[src/rtl/ps2_keyboard_decoder.sv]
// PS/2 set-2 keyboard receiver: synchronise, glitch-filter, frame, decode to Hack key codes.
// Optional PS2_SHIFT_EN adds shift tracking (lower-case letters, shifted digit symbols).
module ps2_keyboard_decoder #(
    parameter int FILTER_LEN     = 4,
    parameter int TIMEOUT_CYCLES = 20000
) (
    input  logic       clk,
    input  logic       reset,
    input  logic       ps2_clk,
    input  logic       ps2_data,
    output logic [7:0] keycode,
    output logic       frame_strobe,
    output logic       frame_error
);
    // state | meaning
    // IDLE   | waiting for a start bit (sampled 0)
    // DATA   | shifting in 8 data bits, LSB first
    // PARITY | capturing the odd-parity bit
    // STOP   | checking the stop bit, completing the byte
    typedef enum logic [1:0] {IDLE, DATA, PARITY, STOP} state_t;
    typedef enum logic [1:0] {K_NONE, K_PLAIN, K_LET, K_DIG} kind_t;

    localparam int FCW = $clog2(FILTER_LEN + 1);
    localparam int TCW = $clog2(TIMEOUT_CYCLES + 1);
    localparam logic [FCW-1:0] FILT_LAST = FCW'(FILTER_LEN - 1);
    localparam logic [TCW-1:0] TMO_LAST  = TCW'(TIMEOUT_CYCLES);

    logic [1:0]     clk_sync, data_sync;
    logic           clk_s, data_s;
    logic           clk_filt;
    logic [FCW-1:0] filt_cnt;
    logic           fall, timeout, sample;
    logic [TCW-1:0] tmo_cnt;
    state_t         state_q, state_d;
    logic [3:0]     bit_cnt;
    logic [7:0]     shreg;
    logic           par_bit;
    logic           ext, brk;
    logic [7:0]     code_raw, map_code;
    kind_t          kind;
    logic           map_hit;
`ifdef PS2_SHIFT_EN
    logic           shift_held;
    logic [8:0]     held_scan;
    logic           is_shift;
`endif

    assign clk_s  = clk_sync[1];
    assign data_s = data_sync[1];

    always_ff @(posedge clk) begin
        if (reset) begin
            clk_sync  <= 2'b11;
            data_sync <= 2'b11;
        end else begin
            clk_sync  <= {clk_sync[0], ps2_clk};
            data_sync <= {data_sync[0], ps2_data};
        end
    end

    // The filtered level flips on the FILTER_LEN-th consecutive differing sample;
    // the falling flip doubles as the data sampling strobe.
    assign fall = clk_filt && !clk_s && (filt_cnt == FILT_LAST);

    always_ff @(posedge clk) begin
        if (reset) begin
            clk_filt <= 1'b1;
            filt_cnt <= '0;
        end else if (clk_s == clk_filt) begin
            filt_cnt <= '0;
        end else if (filt_cnt == FILT_LAST) begin
            clk_filt <= clk_s;
            filt_cnt <= '0;
        end else begin
            filt_cnt <= filt_cnt + FCW'(1);
        end
    end

    assign timeout = (state_q != IDLE) && (tmo_cnt == TMO_LAST);
    assign sample  = fall && !timeout;

    always_ff @(posedge clk) begin
        if (reset || state_q == IDLE || fall) tmo_cnt <= '0;
        else if (tmo_cnt != TMO_LAST)       tmo_cnt <= tmo_cnt + TCW'(1);
    end

    always_ff @(posedge clk) begin
        if (reset) state_q <= IDLE;
        else       state_q <= state_d;
    end

    always_comb begin
        state_d = state_q;
        if (timeout) begin
            state_d = IDLE;
        end else if (sample) begin
            case (state_q)
                IDLE:    if (!data_s) state_d = DATA;
                DATA:    if (bit_cnt == 4'd7) state_d = PARITY;
                PARITY:  state_d = STOP;
                STOP:    state_d = IDLE;
                default: state_d = IDLE;
            endcase
        end
    end

    always_comb begin
        code_raw = 8'd0;
        kind     = K_NONE;
        case ({ext, shreg})
            9'h01C: begin code_raw = 8'd65;  kind = K_LET; end
            9'h032: begin code_raw = 8'd66;  kind = K_LET; end
            9'h021: begin code_raw = 8'd67;  kind = K_LET; end
            9'h023: begin code_raw = 8'd68;  kind = K_LET; end
            9'h024: begin code_raw = 8'd69;  kind = K_LET; end
            9'h02B: begin code_raw = 8'd70;  kind = K_LET; end
            9'h034: begin code_raw = 8'd71;  kind = K_LET; end
            9'h033: begin code_raw = 8'd72;  kind = K_LET; end
            9'h043: begin code_raw = 8'd73;  kind = K_LET; end
            9'h03B: begin code_raw = 8'd74;  kind = K_LET; end
            9'h042: begin code_raw = 8'd75;  kind = K_LET; end
            9'h04B: begin code_raw = 8'd76;  kind = K_LET; end
            9'h03A: begin code_raw = 8'd77;  kind = K_LET; end
            9'h031: begin code_raw = 8'd78;  kind = K_LET; end
            9'h044: begin code_raw = 8'd79;  kind = K_LET; end
            9'h04D: begin code_raw = 8'd80;  kind = K_LET; end
            9'h015: begin code_raw = 8'd81;  kind = K_LET; end
            9'h02D: begin code_raw = 8'd82;  kind = K_LET; end
            9'h01B: begin code_raw = 8'd83;  kind = K_LET; end
            9'h02C: begin code_raw = 8'd84;  kind = K_LET; end
            9'h03C: begin code_raw = 8'd85;  kind = K_LET; end
            9'h02A: begin code_raw = 8'd86;  kind = K_LET; end
            9'h01D: begin code_raw = 8'd87;  kind = K_LET; end
            9'h022: begin code_raw = 8'd88;  kind = K_LET; end
            9'h035: begin code_raw = 8'd89;  kind = K_LET; end
            9'h01A: begin code_raw = 8'd90;  kind = K_LET; end
            9'h016: begin code_raw = 8'd49;  kind = K_DIG; end
            9'h01E: begin code_raw = 8'd50;  kind = K_DIG; end
            9'h026: begin code_raw = 8'd51;  kind = K_DIG; end
            9'h025: begin code_raw = 8'd52;  kind = K_DIG; end
            9'h02E: begin code_raw = 8'd53;  kind = K_DIG; end
            9'h036: begin code_raw = 8'd54;  kind = K_DIG; end
            9'h03D: begin code_raw = 8'd55;  kind = K_DIG; end
            9'h03E: begin code_raw = 8'd56;  kind = K_DIG; end
            9'h046: begin code_raw = 8'd57;  kind = K_DIG; end
            9'h045: begin code_raw = 8'd48;  kind = K_DIG; end
            9'h029: begin code_raw = 8'd32;  kind = K_PLAIN; end
            9'h05A: begin code_raw = 8'd128; kind = K_PLAIN; end
            9'h066: begin code_raw = 8'd129; kind = K_PLAIN; end
            9'h076: begin code_raw = 8'd140; kind = K_PLAIN; end
            9'h005: begin code_raw = 8'd141; kind = K_PLAIN; end
            9'h006: begin code_raw = 8'd142; kind = K_PLAIN; end
            9'h004: begin code_raw = 8'd143; kind = K_PLAIN; end
            9'h00C: begin code_raw = 8'd144; kind = K_PLAIN; end
            9'h003: begin code_raw = 8'd145; kind = K_PLAIN; end
            9'h00B: begin code_raw = 8'd146; kind = K_PLAIN; end
            9'h083: begin code_raw = 8'd147; kind = K_PLAIN; end
            9'h00A: begin code_raw = 8'd148; kind = K_PLAIN; end
            9'h001: begin code_raw = 8'd149; kind = K_PLAIN; end
            9'h009: begin code_raw = 8'd150; kind = K_PLAIN; end
            9'h078: begin code_raw = 8'd151; kind = K_PLAIN; end
            9'h007: begin code_raw = 8'd152; kind = K_PLAIN; end
            9'h16B: begin code_raw = 8'd130; kind = K_PLAIN; end
            9'h175: begin code_raw = 8'd131; kind = K_PLAIN; end
            9'h174: begin code_raw = 8'd132; kind = K_PLAIN; end
            9'h172: begin code_raw = 8'd133; kind = K_PLAIN; end
            9'h16C: begin code_raw = 8'd134; kind = K_PLAIN; end
            9'h169: begin code_raw = 8'd135; kind = K_PLAIN; end
            9'h17D: begin code_raw = 8'd136; kind = K_PLAIN; end
            9'h17A: begin code_raw = 8'd137; kind = K_PLAIN; end
            9'h170: begin code_raw = 8'd138; kind = K_PLAIN; end
            9'h171: begin code_raw = 8'd139; kind = K_PLAIN; end
            9'h15A: begin code_raw = 8'd128; kind = K_PLAIN; end
            default: begin code_raw = 8'd0; kind = K_NONE; end
        endcase
    end

    assign map_hit = (kind != K_NONE);

    always_comb begin
        map_code = code_raw;
`ifdef PS2_SHIFT_EN
        if (kind == K_LET && !shift_held) begin
            map_code = code_raw + 8'd32;
        end else if (kind == K_DIG && shift_held) begin
            case (code_raw)
                8'd49:   map_code = 8'd33;
                8'd50:   map_code = 8'd64;
                8'd51:   map_code = 8'd35;
                8'd52:   map_code = 8'd36;
                8'd53:   map_code = 8'd37;
                8'd54:   map_code = 8'd94;
                8'd55:   map_code = 8'd38;
                8'd56:   map_code = 8'd42;
                8'd57:   map_code = 8'd40;
                default: map_code = 8'd41;
            endcase
        end
`endif
    end

`ifdef PS2_SHIFT_EN
    assign is_shift = !ext && (shreg == 8'h12 || shreg == 8'h59);
`endif

    always_ff @(posedge clk) begin
        if (reset) begin
            bit_cnt      <= 4'd0;
            shreg        <= 8'd0;
            par_bit      <= 1'b0;
            ext          <= 1'b0;
            brk          <= 1'b0;
            keycode      <= 8'd0;
            frame_strobe <= 1'b0;
            frame_error  <= 1'b0;
`ifdef PS2_SHIFT_EN
            shift_held   <= 1'b0;
            held_scan    <= 9'd0;
`endif
        end else begin
            frame_strobe <= 1'b0;
            frame_error  <= 1'b0;
            if (sample) begin
                case (state_q)
                    IDLE:   bit_cnt <= 4'd0;
                    DATA: begin
                        shreg   <= {data_s, shreg[7:1]};
                        bit_cnt <= bit_cnt + 4'd1;
                    end
                    PARITY: par_bit <= data_s;
                    STOP: begin
                        if (data_s && (^{shreg, par_bit})) begin
                            frame_strobe <= 1'b1;
                            if (shreg == 8'hE0) begin
                                ext <= 1'b1;
                            end else if (shreg == 8'hF0) begin
                                brk <= 1'b1;
                            end else begin
                                ext <= 1'b0;
                                brk <= 1'b0;
`ifdef PS2_SHIFT_EN
                                // Breaks match on the scan code seen at make, not the shifted code.
                                if (is_shift) begin
                                    shift_held <= !brk;
                                end else if (map_hit) begin
                                    if (!brk) begin
                                        keycode   <= map_code;
                                        held_scan <= {ext, shreg};
                                    end else if (held_scan == {ext, shreg}) begin
                                        keycode <= 8'd0;
                                    end
                                end
`else
                                if (map_hit) begin
                                    if (!brk)                     keycode <= map_code;
                                    else if (map_code == keycode) keycode <= 8'd0;
                                end
`endif
                            end
                        end else begin
                            frame_error <= 1'b1;
                            ext         <= 1'b0;
                            brk         <= 1'b0;
                        end
                    end
                    default: bit_cnt <= 4'd0;
                endcase
            end
        end
    end
endmodule

[config.mk]
export PLATFORM = sky130hd
export DESIGN_NAME = ps2_keyboard_decoder
export DESIGN_NICKNAME = d
export VERILOG_FILES = /design/src/rtl/ps2_keyboard_decoder.sv
export SDC_FILE = /design/constraint.sdc
export NUM_CORES = 1
export LEC_CHECK = 0
export CAP_MARGIN = 20
export CORE_MARGIN = 3
export CORE_UTILIZATION = 60
export DETAILED_ROUTE_END_ITERATION = 8
export PLACE_DENSITY = 0.9
export SLEW_MARGIN = 20
export SYNTH_ARGS = -nofsm -noshare
export SYNTH_HDL_FRONTEND = slang
export SYNTH_SLANG_ARGS = --single-unit
[constraint.sdc]
create_clock -name clk -period 4.68 [get_ports clk]
set_clock_uncertainty 0.2 [all_clocks]
set_input_delay 0.468 -clock clk [delete_from_list [all_inputs] [get_ports clk]]
set_output_delay 0.468 -clock clk [all_outputs]
set_load 0.01 [all_outputs]
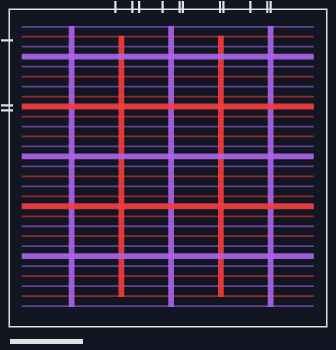
*Power grid*
The bar under the picture is 20 µm long. Pins as bars on the die edge.
Key: purple = VSS; red = VDD
14 signal pins sit on the boundary. 29 met1 rails follow the rows. The core has 28 rows.
Max rail drop VDD: 0.1946 mV
die width: 86.17 µm
total core area: 6061 µm²

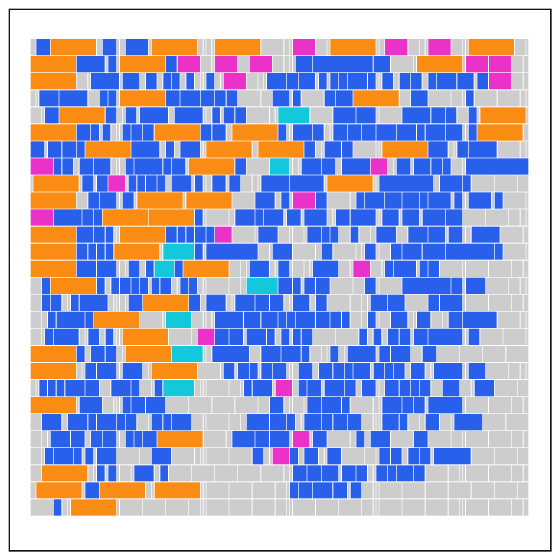
*Placed cells, one colour a class*
Fill, decap, tap and diode cells in grey.
Key: blue = all other logic [cells 401]; magenta = other buffers and delay cells [cells 21]; orange = flip-flops [cells 50]; cyan = clock drivers and dummy loads [cells 8]
final core utilization: 0.6637
num rows: 28
fin area: 4023 µm²
fraction of area in registers: 0.2488

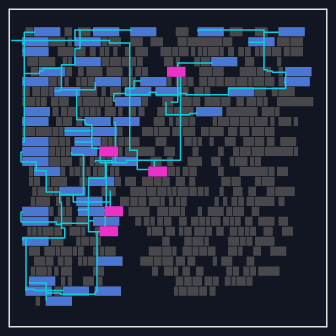
*Clock distribution*
Key: magenta = cells driving clock nets [count 5]; cyan = clock wires [length 666 µm]; blue = flip-flops [count 50]
There are 6 routed clock nets. Position of the flops: widely spread.
Clk pwr share: 0.393
power in the clock group: 0.000284 W
insertion delay of the later-clocked pin in the worst-skew pair: 0.32 ns

==> qor.yml <==
yosys_area_um2: 3856
tap_cells: 75
use_met3: 0.03897
reg2regPathDepth: 10
synth_area_um2: 3856
slew_headroom: 0.3127
num-fill-cells: 487
vias: 3816
post_cts_resized: 0
cts_tree: "yes"
synth.distinct_cells: 77
power_switching_w: 0.0001789
comb_area_um2: 2546
dr_wl_met2_um: 4814
first_global_vias: 3638
finalHoldViolations: 0
regMostFlops: "tmo_cnt"
p_per_area_nw_per_um2: 179.6
mostFrequentLayoutCells: "nand2_1 (54), dfxtp_1 (50), nor2_1 (36)"
holdCritPathClass: "reg -> reg"
grt.overflow.total: 0
finalSetupViolCount: 0
grt_max_degree: 30
max_stage_delay_ns: 1.02
drive_above_1_share: 0.08958
crit_slowest_cell: "dfxtp_1"
crit_arrival_ns: 3.70
post_cts_buffers: 0
largest_reg_flops: 15
area_growth_syn_to_layout_pct: 4.315
ys.flop_type: "dfxtp_1"
ctsHoldBuffers: 0
status: "finished clean"
clockBufferCount: 5
nNonClkInverters: 25
clock_path_buffers: 2
ys_sh_mux: 0.005516
place.gp.congestion: 0.9935
drv_cap: 0
p_leak_nw: 1.345
synthCells: 484
synthAoiAreaFrac: 0.2148
topCellsByArea: "dfxtp_1 (26%), nand2_1 (5.3%), nand3_1 (3.6%), nor2_1 (3.5%), ha_1 (3.2%)"
clk_pin_slew_ns: 0.11
path_depth: 10
crit_path_max_fanout: 27
common_cells: "nand2_1 (54), dfxtp_1 (50), nor2_1 (36), nand3_1 (28), inv_1 (25)"
firstDrtPassIters: 6
grtUsageMet2: 0.4716
critPathBufInv: 1
numSynthFlops: 50
lay_top_count: "nand2_1"
ant_nets: 0
sh_comb_area: 0.6330
fin_cells: 555
nNonClkBuffers: 21
synth_warnings: 0
top_cell_area_share: 0.2596
finalHoldWorstSlack_ns: 0.2209
crit_path_start: "shreg[3]"
dominant-cell-class: "combinational gates"
synthArstFlopShare: 0
ys_sh_adder: 0.03245
logic_gate_count: 376
ff_latch_area_um2: 1001
vias_per_cell: 6.876
yosys.area.top_type: "dfxtp_1"
worst_pin_slew_ns: 1.030
r2r-end: "keycode[5]"
swShare: 0.2476
routed_wl_um: 10460
use_met1: 0.3608
wl_met3_um: 791
initCoreUtil: 0.6363
cts_root_buf: "clkbuf_8"
seq_cells: 50
grt_setup_unrepaired: "false"
grt_pass1_wl_um: 17440
clock_sinks: 50
pg_comb_w: 0.0000110
hold_depth: 1
p_int_w: 0.0005437
warning_count: 30
period_used_share: 0.7904
powerSeq_w: 0.000428
Power and IR drop assume default switching activity.
